**src/rtl/mem_arb_pkg.sv**
```systemverilog
// rtl/mem_arb_pkg.sv - shared encodings for the two-port memory arbiter
// Purpose: FSM state encoding, owner encoding and default access latency.
// Ports: none (package).
package mem_arb_pkg;

  typedef enum logic [1:0] {
    IDLE   = 2'd0,
    ACCESS = 2'd1,
    RESP   = 2'd2
  } state_t;

  typedef enum logic {
    OWN_CPU = 1'b0,
    OWN_DBG = 1'b1
  } owner_t;

  localparam int LATENCY_DEFAULT = 2;

endpackage

```
**src/rtl/arb_latency_counter.sv**
```systemverilog
// rtl/arb_latency_counter.sv - 4-bit loadable down-counter with zero flag
// Purpose: counts the remaining ACCESS cycles of the current transfer.
// Ports:
//   clk, reset       clock, synchronous active-high reset
//   load, load_val   load count with load_val (takes priority over dec)
//   dec              decrement by one; holds at zero
//   zero             count == 0
module arb_latency_counter (
  input  logic       clk,
  input  logic       reset,
  input  logic       load,
  input  logic [3:0] load_val,
  input  logic       dec,
  output logic       zero
);

  logic [3:0] count;

  always_ff @(posedge clk) begin
    if (reset) begin
      count <= 4'd0;
    end else if (load) begin
      count <= load_val;
    end else if (dec && (count != 4'd0)) begin
      count <= count - 4'd1;
    end
  end

  assign zero = (count == 4'd0);

endmodule

```
**src/rtl/mem_arbiter.sv**
```systemverilog
// rtl/mem_arbiter.sv - arbitrates a CPU port and a debug port onto one memory
// Purpose: grants one requester at a time, runs a LATENCY-cycle memory access,
//   captures read data and returns a one-cycle ready pulse to the owner.
// Optional feature: define MEM_ARB_ROUND_ROBIN_EN for round-robin tie breaking;
//   otherwise the CPU always wins ties.
// Ports:
//   clk, reset                                   clock, sync active-high reset
//   cpu_req/we/addr/wdata -> cpu_rdata/ready     CPU access port
//   dbg_req/we/addr/wdata -> dbg_rdata/ready     debug/loader access port
//   mem_addr/mem_wdata/mem_we, mem_rdata         shared memory port
module mem_arbiter
  import mem_arb_pkg::*;
#(
  parameter int LATENCY = LATENCY_DEFAULT
) (
  input  logic        clk,
  input  logic        reset,
  input  logic        cpu_req,
  input  logic        cpu_we,
  input  logic [31:0] cpu_addr,
  input  logic [31:0] cpu_wdata,
  output logic [31:0] cpu_rdata,
  output logic        cpu_ready,
  input  logic        dbg_req,
  input  logic        dbg_we,
  input  logic [31:0] dbg_addr,
  input  logic [31:0] dbg_wdata,
  output logic [31:0] dbg_rdata,
  output logic        dbg_ready,
  output logic [31:0] mem_addr,
  output logic [31:0] mem_wdata,
  output logic        mem_we,
  input  logic [31:0] mem_rdata
);

  localparam logic [3:0] LOAD_VAL = 4'(LATENCY - 1);

  state_t state;
  owner_t owner;
  logic   lat_we;
  logic   any_req;
  logic   grant_dbg;
  logic   cnt_load;
  logic   cnt_dec;
  logic   cnt_zero;

`ifdef MEM_ARB_ROUND_ROBIN_EN
  owner_t last_owner;
`endif

  assign any_req = cpu_req | dbg_req;

  // Debug wins when it is alone, or on a tie when the CPU was served last.
`ifdef MEM_ARB_ROUND_ROBIN_EN
  assign grant_dbg = dbg_req && (!cpu_req || (last_owner == OWN_CPU));
`else
  assign grant_dbg = dbg_req && !cpu_req;
`endif

  assign cnt_load = (state == IDLE) && any_req;
  assign cnt_dec  = (state == ACCESS) && !cnt_zero;

  arb_latency_counter u_cnt (
    .clk      (clk),
    .reset    (reset),
    .load     (cnt_load),
    .load_val (LOAD_VAL),
    .dec      (cnt_dec),
    .zero     (cnt_zero)
  );

  // mem_addr/mem_wdata double as the latched request address and data; they
  // are loaded on grant and cleared when leaving ACCESS.
  always_ff @(posedge clk) begin
    if (reset) begin
      state     <= IDLE;
      owner     <= OWN_CPU;
      lat_we    <= 1'b0;
      mem_addr  <= 32'd0;
      mem_wdata <= 32'd0;
      mem_we    <= 1'b0;
      cpu_ready <= 1'b0;
      dbg_ready <= 1'b0;
      cpu_rdata <= 32'd0;
      dbg_rdata <= 32'd0;
`ifdef MEM_ARB_ROUND_ROBIN_EN
      last_owner <= OWN_DBG;
`endif
    end else begin
      case (state)
        IDLE: begin
          cpu_ready <= 1'b0;
          dbg_ready <= 1'b0;
          if (any_req) begin
            owner     <= grant_dbg ? OWN_DBG : OWN_CPU;
            lat_we    <= grant_dbg ? dbg_we : cpu_we;
            mem_addr  <= grant_dbg ? dbg_addr : cpu_addr;
            mem_wdata <= grant_dbg ? dbg_wdata : cpu_wdata;
            mem_we    <= grant_dbg ? dbg_we : cpu_we;
`ifdef MEM_ARB_ROUND_ROBIN_EN
            last_owner <= grant_dbg ? OWN_DBG : OWN_CPU;
`endif
            state <= ACCESS;
          end
        end
        ACCESS: begin
          // Write strobe lasts for the first ACCESS cycle only.
          mem_we <= 1'b0;
          if (cnt_zero) begin
            if (owner == OWN_CPU) begin
              cpu_ready <= 1'b1;
              if (!lat_we) cpu_rdata <= mem_rdata;
            end else begin
              dbg_ready <= 1'b1;
              if (!lat_we) dbg_rdata <= mem_rdata;
            end
            mem_addr  <= 32'd0;
            mem_wdata <= 32'd0;
            state     <= RESP;
          end
        end
        RESP: begin
          cpu_ready <= 1'b0;
          dbg_ready <= 1'b0;
          state     <= IDLE;
        end
        default: begin
          state <= IDLE;
        end
      endcase
    end
  end

endmodule

```
**config.mk**
```make
export PLATFORM = sky130hd
export DESIGN_NAME = mem_arbiter
export DESIGN_NICKNAME = d
export VERILOG_FILES = /design/src/rtl/mem_arb_pkg.sv /design/src/rtl/arb_latency_counter.sv /design/src/rtl/mem_arbiter.sv
export SDC_FILE = /design/constraint.sdc
export NUM_CORES = 1
export LEC_CHECK = 0
export CAP_MARGIN = 15
export CORE_ASPECT_RATIO = 0.6
export CORE_MARGIN = 8
export CORE_UTILIZATION = 44
export CTS_BUF_LIST = sky130_fd_sc_hd__clkbuf_8
export DETAILED_ROUTE_END_ITERATION = 12
export PLACE_DENSITY = 0.94
export SLEW_MARGIN = 15
export SYNTH_ARGS = -nofsm -noshare
export SYNTH_HDL_FRONTEND = slang
export SYNTH_HIERARCHICAL = 1
export SYNTH_SLANG_ARGS = --single-unit
```
**constraint.sdc**
```tcl
create_clock -name clk -period 4.6 [get_ports clk]
set_clock_uncertainty 0.2 [all_clocks]
set_input_delay 0.92 -clock clk [delete_from_list [all_inputs] [get_ports clk]]
set_output_delay 0.92 -clock clk [all_outputs]
set_load 0.02 [all_outputs]
```
Run 1, where the registers sit:
The bar under the picture is 50 um long.
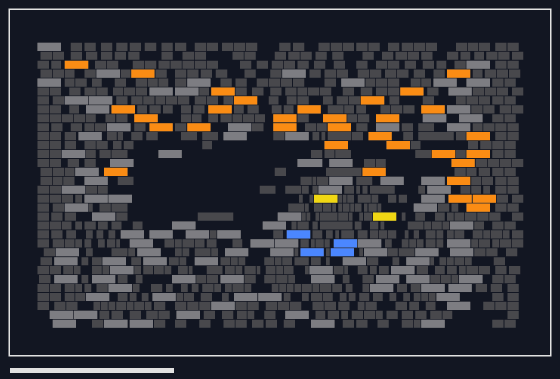
[orange] mem_addr | placed flops: 32
[yellow] state | placed flops: 2
[blue] u_cnt/count | placed flops: 4
sequential-cell power consumption: 1360 uW
FF/Latch Area: 0.00278 mm2
Seq/total area: 30.3%
final core area utilization: 71.2%

Run 1, wiring by layer:
Two of the layers only.
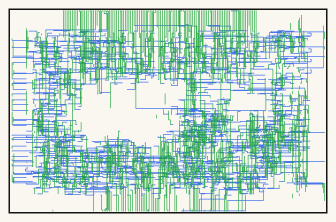
[green] metal 2 | wire length: 10100 um
[blue] metal 1 | wire length: 7910 um
mean routed wirelength per cell: 20.6 um
drt total wl: 20500 um
All-Layer GR Usage: 22.7%

==> summary.log, run 1 <==
qor: final_layout.post_route_cells_drive_above_1_share 5.96%
qor: yosys.yosys-stat-cells 546
qor: yosys.top_area_cell sky130_fd_sc_hd__dfxtp_1
qor: flow_run.cap_viol_max_count 0
qor: power.comb_power_share 25.5%
qor: placed_design.place_inst 960
qor: clocking.cts.sink_count 139
qor: yosys.synth-edff-count 0
qor: power.ir_drop 0.181 mV
qor: global_routing.via_count_of_the_first_global_routing_pass 5826
qor: global_routing.grt_pass1_wl 31700 um
qor: worst_setup_path.cp_num_cells 7
qor: placed_design.buffer_ports.inserted 296
qor: global_routing.grt_max_degree 69
qor: worst_setup_path.source_of_the_worst_register_to_register_timing_path u_cnt/count[1]
qor: yosys.dominantRegCellSynth sky130_fd_sc_hd__dfxtp_1
qor: worst_setup_path.cp_top_family simple AND/OR/NAND/NOR gates
qor: drt.highest_layer met4
qor: sta.setup_total_negative_slack 0 ns
qor: sta.timing.final.hold_violations 0
qor: sta.tightestPinTransition 1.23 ns
qor: yosys.synthDistinctLibCells 38
qor: final_layout.post-route-cell-area 0.00918 mm2
qor: hold_path.min_path_type register to register
qor: clocking.cell_resize_tally_after_clock_tree_synthesis 0
qor: clocking.cts_setup_buffers 0
qor: worst_setup_path.startpoint_type register
qor: worst_setup_path.path_class register to register
qor: floorplanning.ioPinCount 297
qor: hold_path.min_path_cells 1
qor: yosys.post_synth_most_frequent_cells 139 x sky130_fd_sc_hd__dfxtp_1, 68 x sky130_fd_sc_hd__mux2i_1, 64 x sky130_fd_sc_hd__o2bb2ai_1
qor: floorplanning.fp_util 45.1%
qor: yosys.ys.flops 139
qor: clocking.cts_root_buf sky130_fd_sc_hd__clkbuf_8
qor: drt.post_drt_via_cell_ratio 5.58
qor: final_layout.num-fill-cells 908
qor: hold_path.min_from mem_wdata[14]
qor: drt.dr_wl_met3 2160 um
qor: worst_setup_path.crit_path_max_fanout 32
qor: power.power_switching_share 30.3%
qor: outcome.run_status completed
qor: yosys.syn_inst 546
qor: floorplanning.chipHeight 105 um
qor: worst_setup_path.cp.buffers_inverters 2
qor: worst_setup_path.slowest_delay 0.98 ns
qor: sta.finalWorstPathRequiredPeriod 3.51 ns
qor: worst_setup_path.crit_path_top_delay_cell sky130_fd_sc_hd__or3_1
qor: global_routing.grt_antenna_before_repair 0
qor: yosys.yosys-stat-area 0.00582 mm2
qor: worst_setup_path.r2r_setup_slk 1.09 ns
qor: yosys.synth.top_cell.area_share 47.8%
qor: yosys.yosysWarningCount 6
qor: sta.timing.max_slew.rel_slack 18.2%
qor: clocking.cts_stage_hold_buffer_count 0
qor: yosys.synth.yosys.seq_area_share 47.8%
qor: power.power.static_leakage 0.00353 uW
qor: worst_setup_path.worstRegToRegCells 7
qor: placed_design.pre_cts_slack 1.22 ns
qor: final_layout.layout_top_cell sky130_fd_sc_hd__clkdlybuf4s50_1
qor: final_layout.nets 976
qor: yosys.synth.area.top_cells sky130_fd_sc_hd__dfxtp_1 48%, sky130_fd_sc_hd__mux2i_1 12%, sky130_fd_sc_hd__o2bb2ai_1 9.6%
qor: power.power_frac_clock 31.8%
qor: sta.achievable-frequency 285 MHz
qor: placed_design.detailed_place_hpwl 15100 um
qor: drt.drc 0
qor: power.internal-power 2230 uW
qor: clocking.htree_levels 4
qor: worst_setup_path.timing.critical_path.to cpu_rdata[31]
qor: sta.timing.final.crit_share 76.3%
qor: worst_setup_path.timing.critical_path.from u_cnt/count[1]
qor: floorplanning.placeableCoreArea 0.0129 mm2
Run 1, close-up of the layout:
Region (21, 59) to (61, 99) um. Cells in grey, sequential cells in the stronger grey; small squares are vias.
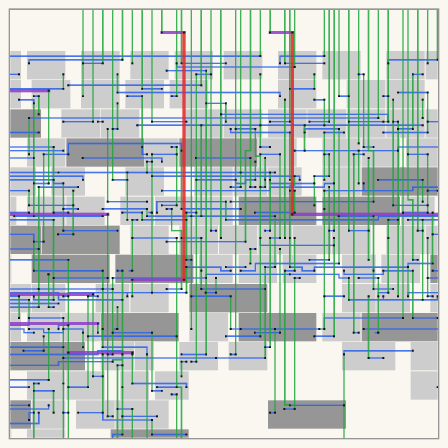
[purple] metal 3
[green] metal 2
[blue] metal 1
[red] metal 4
most frequent: clkdlybuf4s50_1 (40), o2bb2ai_1 (17)
sequential cells in the window: 14
netlist names of flops here include: mem_wdata (9), mem_addr (5)
cells with their middle in the window: 92

Run 1, clock routing:
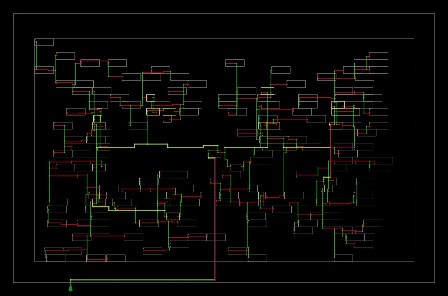
clock network power: 1020 uW
Flop Count: 139
clock buffer count from CTS: 17

run 1: area by class of cell:
class	count	area (um2)	share of cell area (%)
clock inverters	15	171	1.87
flip-flops and latches	139	2780	30.3
repair buffers	302	3020	32.9
inverters	8	30.0	0.327
well taps	170	213	2.32
clock buffers	17	234	2.55
multi-input cells	341	2730	29.7
run 1: logic make-up after synthesis:
kind of cell / after synthesis / synth area share (%)
AOI/OAI and AO/OA: 141 / 21.4
adders and majority gates: 1 / 0.215
buffers and inverters: 68 / 5.64
DFF: 139 / 47.8
muxes: 68 / 11.7
other: 2 / 0.129
and+or+nand+nor: 127 / 13.1
==> run 2: changes to the inputs <==
--- a/config.mk
+++ b/config.mk
@@ -8,10 +8,10 @@
 export CAP_MARGIN = 15
 export CORE_ASPECT_RATIO = 0.6
 export CORE_MARGIN = 8
-export CORE_UTILIZATION = 44
+export CORE_UTILIZATION = 41
 export CTS_BUF_LIST = sky130_fd_sc_hd__clkbuf_8
 export DETAILED_ROUTE_END_ITERATION = 12
-export PLACE_DENSITY = 0.94
+export PLACE_DENSITY = 0.89
 export SLEW_MARGIN = 15
 export SYNTH_ARGS = -nofsm -noshare
 export SYNTH_HDL_FRONTEND = slang
==> constraint.sdc (replaced) <==
create_clock -name clk -period 3.3 [get_ports clk]
set_clock_uncertainty 0.2 [all_clocks]
set_input_delay 0.66 -clock clk [delete_from_list [all_inputs] [get_ports clk]]
set_output_delay 0.66 -clock clk [all_outputs]
set_load 0.02 [all_outputs]
==> run 2 against run 1 <==
Against the previous run:
- die size grew 6.4%
- count of clock-buffer cells in the layout did not move
- total power increased by 36%
- register-to-register slack lost 0.38 ns
- via count decreased by 2.7%
==> summary.log, run 2 <==
qor: yosys.yosys-stat-cells 546 [unchanged]
qor: yosys.top_area_cell sky130_fd_sc_hd__dfxtp_1 [unchanged]
qor: placed_design.detailed_place_hpwl 15000 um [was 15100 um]
qor: final_layout.sequential_cell_total 139 [unchanged]
qor: global_routing.grt_max_degree 67 [was 69]
qor: sta.timing.max_slew.rel_slack 53.7% [was 18.2%]
qor: final_layout.final_core_utilization 67.2% [was 71.2%]
qor: final_layout.clock_tree_area_fraction 3.97% [was 4.42%]
qor: worst_setup_path.r2r_setup_slk 0.71 ns [was 1.09 ns]
qor: yosys.syn_inst 546 [unchanged]
qor: final_layout.clock_buffers 17 [unchanged]
qor: yosys.synth.top_cell.area_share 47.8% [unchanged]
qor: yosys.post_synth_most_frequent_cells 139 x sky130_fd_sc_hd__dfxtp_1, 68 x sky130_fd_sc_hd__mux2i_1, 64 x sky130_fd_sc_hd__o2bb2ai_1 [unchanged]
qor: power.comb_power_share 26.1% [was 25.5%]
qor: clocking.cell_resize_tally_after_clock_tree_synthesis 0 [unchanged]
qor: clocking.cts_stage_hold_buffer_count 0 [unchanged]
qor: outcome.run_status completed [unchanged]
qor: worst_setup_path.source_of_the_worst_register_to_register_timing_path u_cnt/count[1] [unchanged]
qor: final_layout.logic_gate_count 341 [unchanged]
qor: flow_run.cap_viol_max_count 0 [unchanged]
qor: yosys.synth.area.top_cells sky130_fd_sc_hd__dfxtp_1 48%, sky130_fd_sc_hd__mux2i_1 12%, sky130_fd_sc_hd__o2bb2ai_1 9.6% [unchanged]
qor: hold_path.min_path_type register to register [unchanged]
qor: final_layout.layout.area.seq 0.00278 mm2 [unchanged]
qor: sta.finalWorstPathRequiredPeriod 2.59 ns [was 3.51 ns]
qor: clocking.cts_setup_buffers 0 [unchanged]
qor: sta.timing.final.crit_share 78.6% [was 76.3%]
qor: yosys.yosys-stat-area 0.00582 mm2 [unchanged]
qor: global_routing.via_count_of_the_first_global_routing_pass 5558 [was 5826]
qor: power.power_frac_clock 29.8% [was 31.8%]
qor: final_layout.nets 983 [was 976]
qor: worst_setup_path.crit_path_top_delay_cell sky130_fd_sc_hd__or3b_4 [was sky130_fd_sc_hd__or3_1]
qor: clocking.cts_root_buf sky130_fd_sc_hd__clkbuf_8 [unchanged]
qor: worst_setup_path.slowest_delay 0.44 ns [was 0.98 ns]
qor: clocking.cts_buffers 17 [unchanged]
qor: final_layout.post_route_cells_drive_above_1_share 6.88% [was 5.96%]
qor: final_layout.post-route-cell-area 0.00924 mm2 [was 0.00918 mm2]
qor: final_layout.comb_share 29.5% [was 29.7%]
qor: clocking.htree_levels 4 [unchanged]
qor: final_layout.n_all_inverters 8 [unchanged]
qor: placed_design.pre_cts_slack 0.601 ns [was 1.22 ns]
qor: global_routing.grt_pass1_wl 30800 um [was 31700 um]
qor: hold_path.min_from mem_wdata[11] [was mem_wdata[14]]
qor: clocking.cts.sink_count 139 [unchanged]
qor: sta.tightestPinTransition 0.694 ns [was 1.23 ns]
qor: drt.drc 0 [unchanged]
qor: yosys.yosysWarningCount 6 [unchanged]
qor: drt.post_drt_via_cell_ratio 5.27 [was 5.58]
qor: final_layout.num-fill-cells 1126 [was 908]
qor: sta.achievable-frequency 386 MHz [was 285 MHz]
qor: power.power.static_leakage 0.00354 uW [was 0.00353 uW]
[run 2: cell counts after synthesis]
No cell type changed its count.
[run 2: cell families (layout without fill, tap and decap cells)]
kind of cell | after synthesis | in the layout | synth area share (%)
AOI/OAI and AO/OA | 141 | 141 | 21.4
adders and majority gates | 1 | 1 | 0.215
buffers and inverters | 68 | 349 | 5.64
DFF | 139 | 139 | 47.8
muxes | 68 | 68 | 11.7
other | 2 | 4 | 0.129
and+or+nand+nor | 127 | 127 | 13.1
[run 2: power by group through the flow]
stage | registers, uW | logic [uW] | clock network, uW
finish | 1910 | 1130 | 1290
global route | 1930 | 1200 | 1410
CTS | 1910 | 1140 | 1320
detailed placement | 1950 | 1130 | 0
global placement | 1950 | 1120 | 0
floorplan | 2080 | 428 | 0
Run 2, I/O nets highlighted:
The bar under the picture is 50 um long.
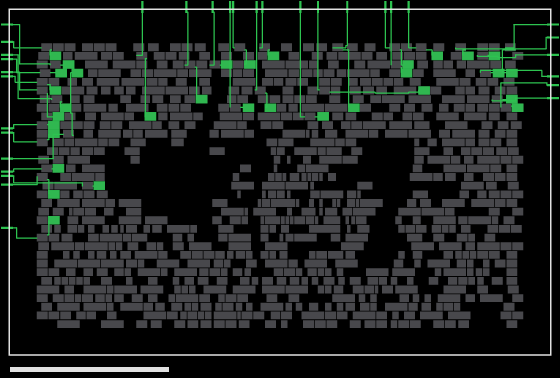
[green] dbg_wdata | direction: input | end cells: 32 | buffers: 32 | wire: 774 um
count of buffers inserted at the top-level ports: 296
I/O pin count: 297

Run 2, wiring by layer:
Two of the layers only.
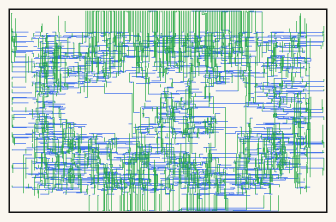
[blue] metal 1 | wire length: 8650 um
[green] metal 2 | wire length: 9510 um
mean routed wirelength per cell: 19.8 um
All-Layer GR Usage: 20.9%
drt total wl: 20200 um
detailed-route via count: 5385

No activity file was given, so power comes from the tool's default toggle rates.
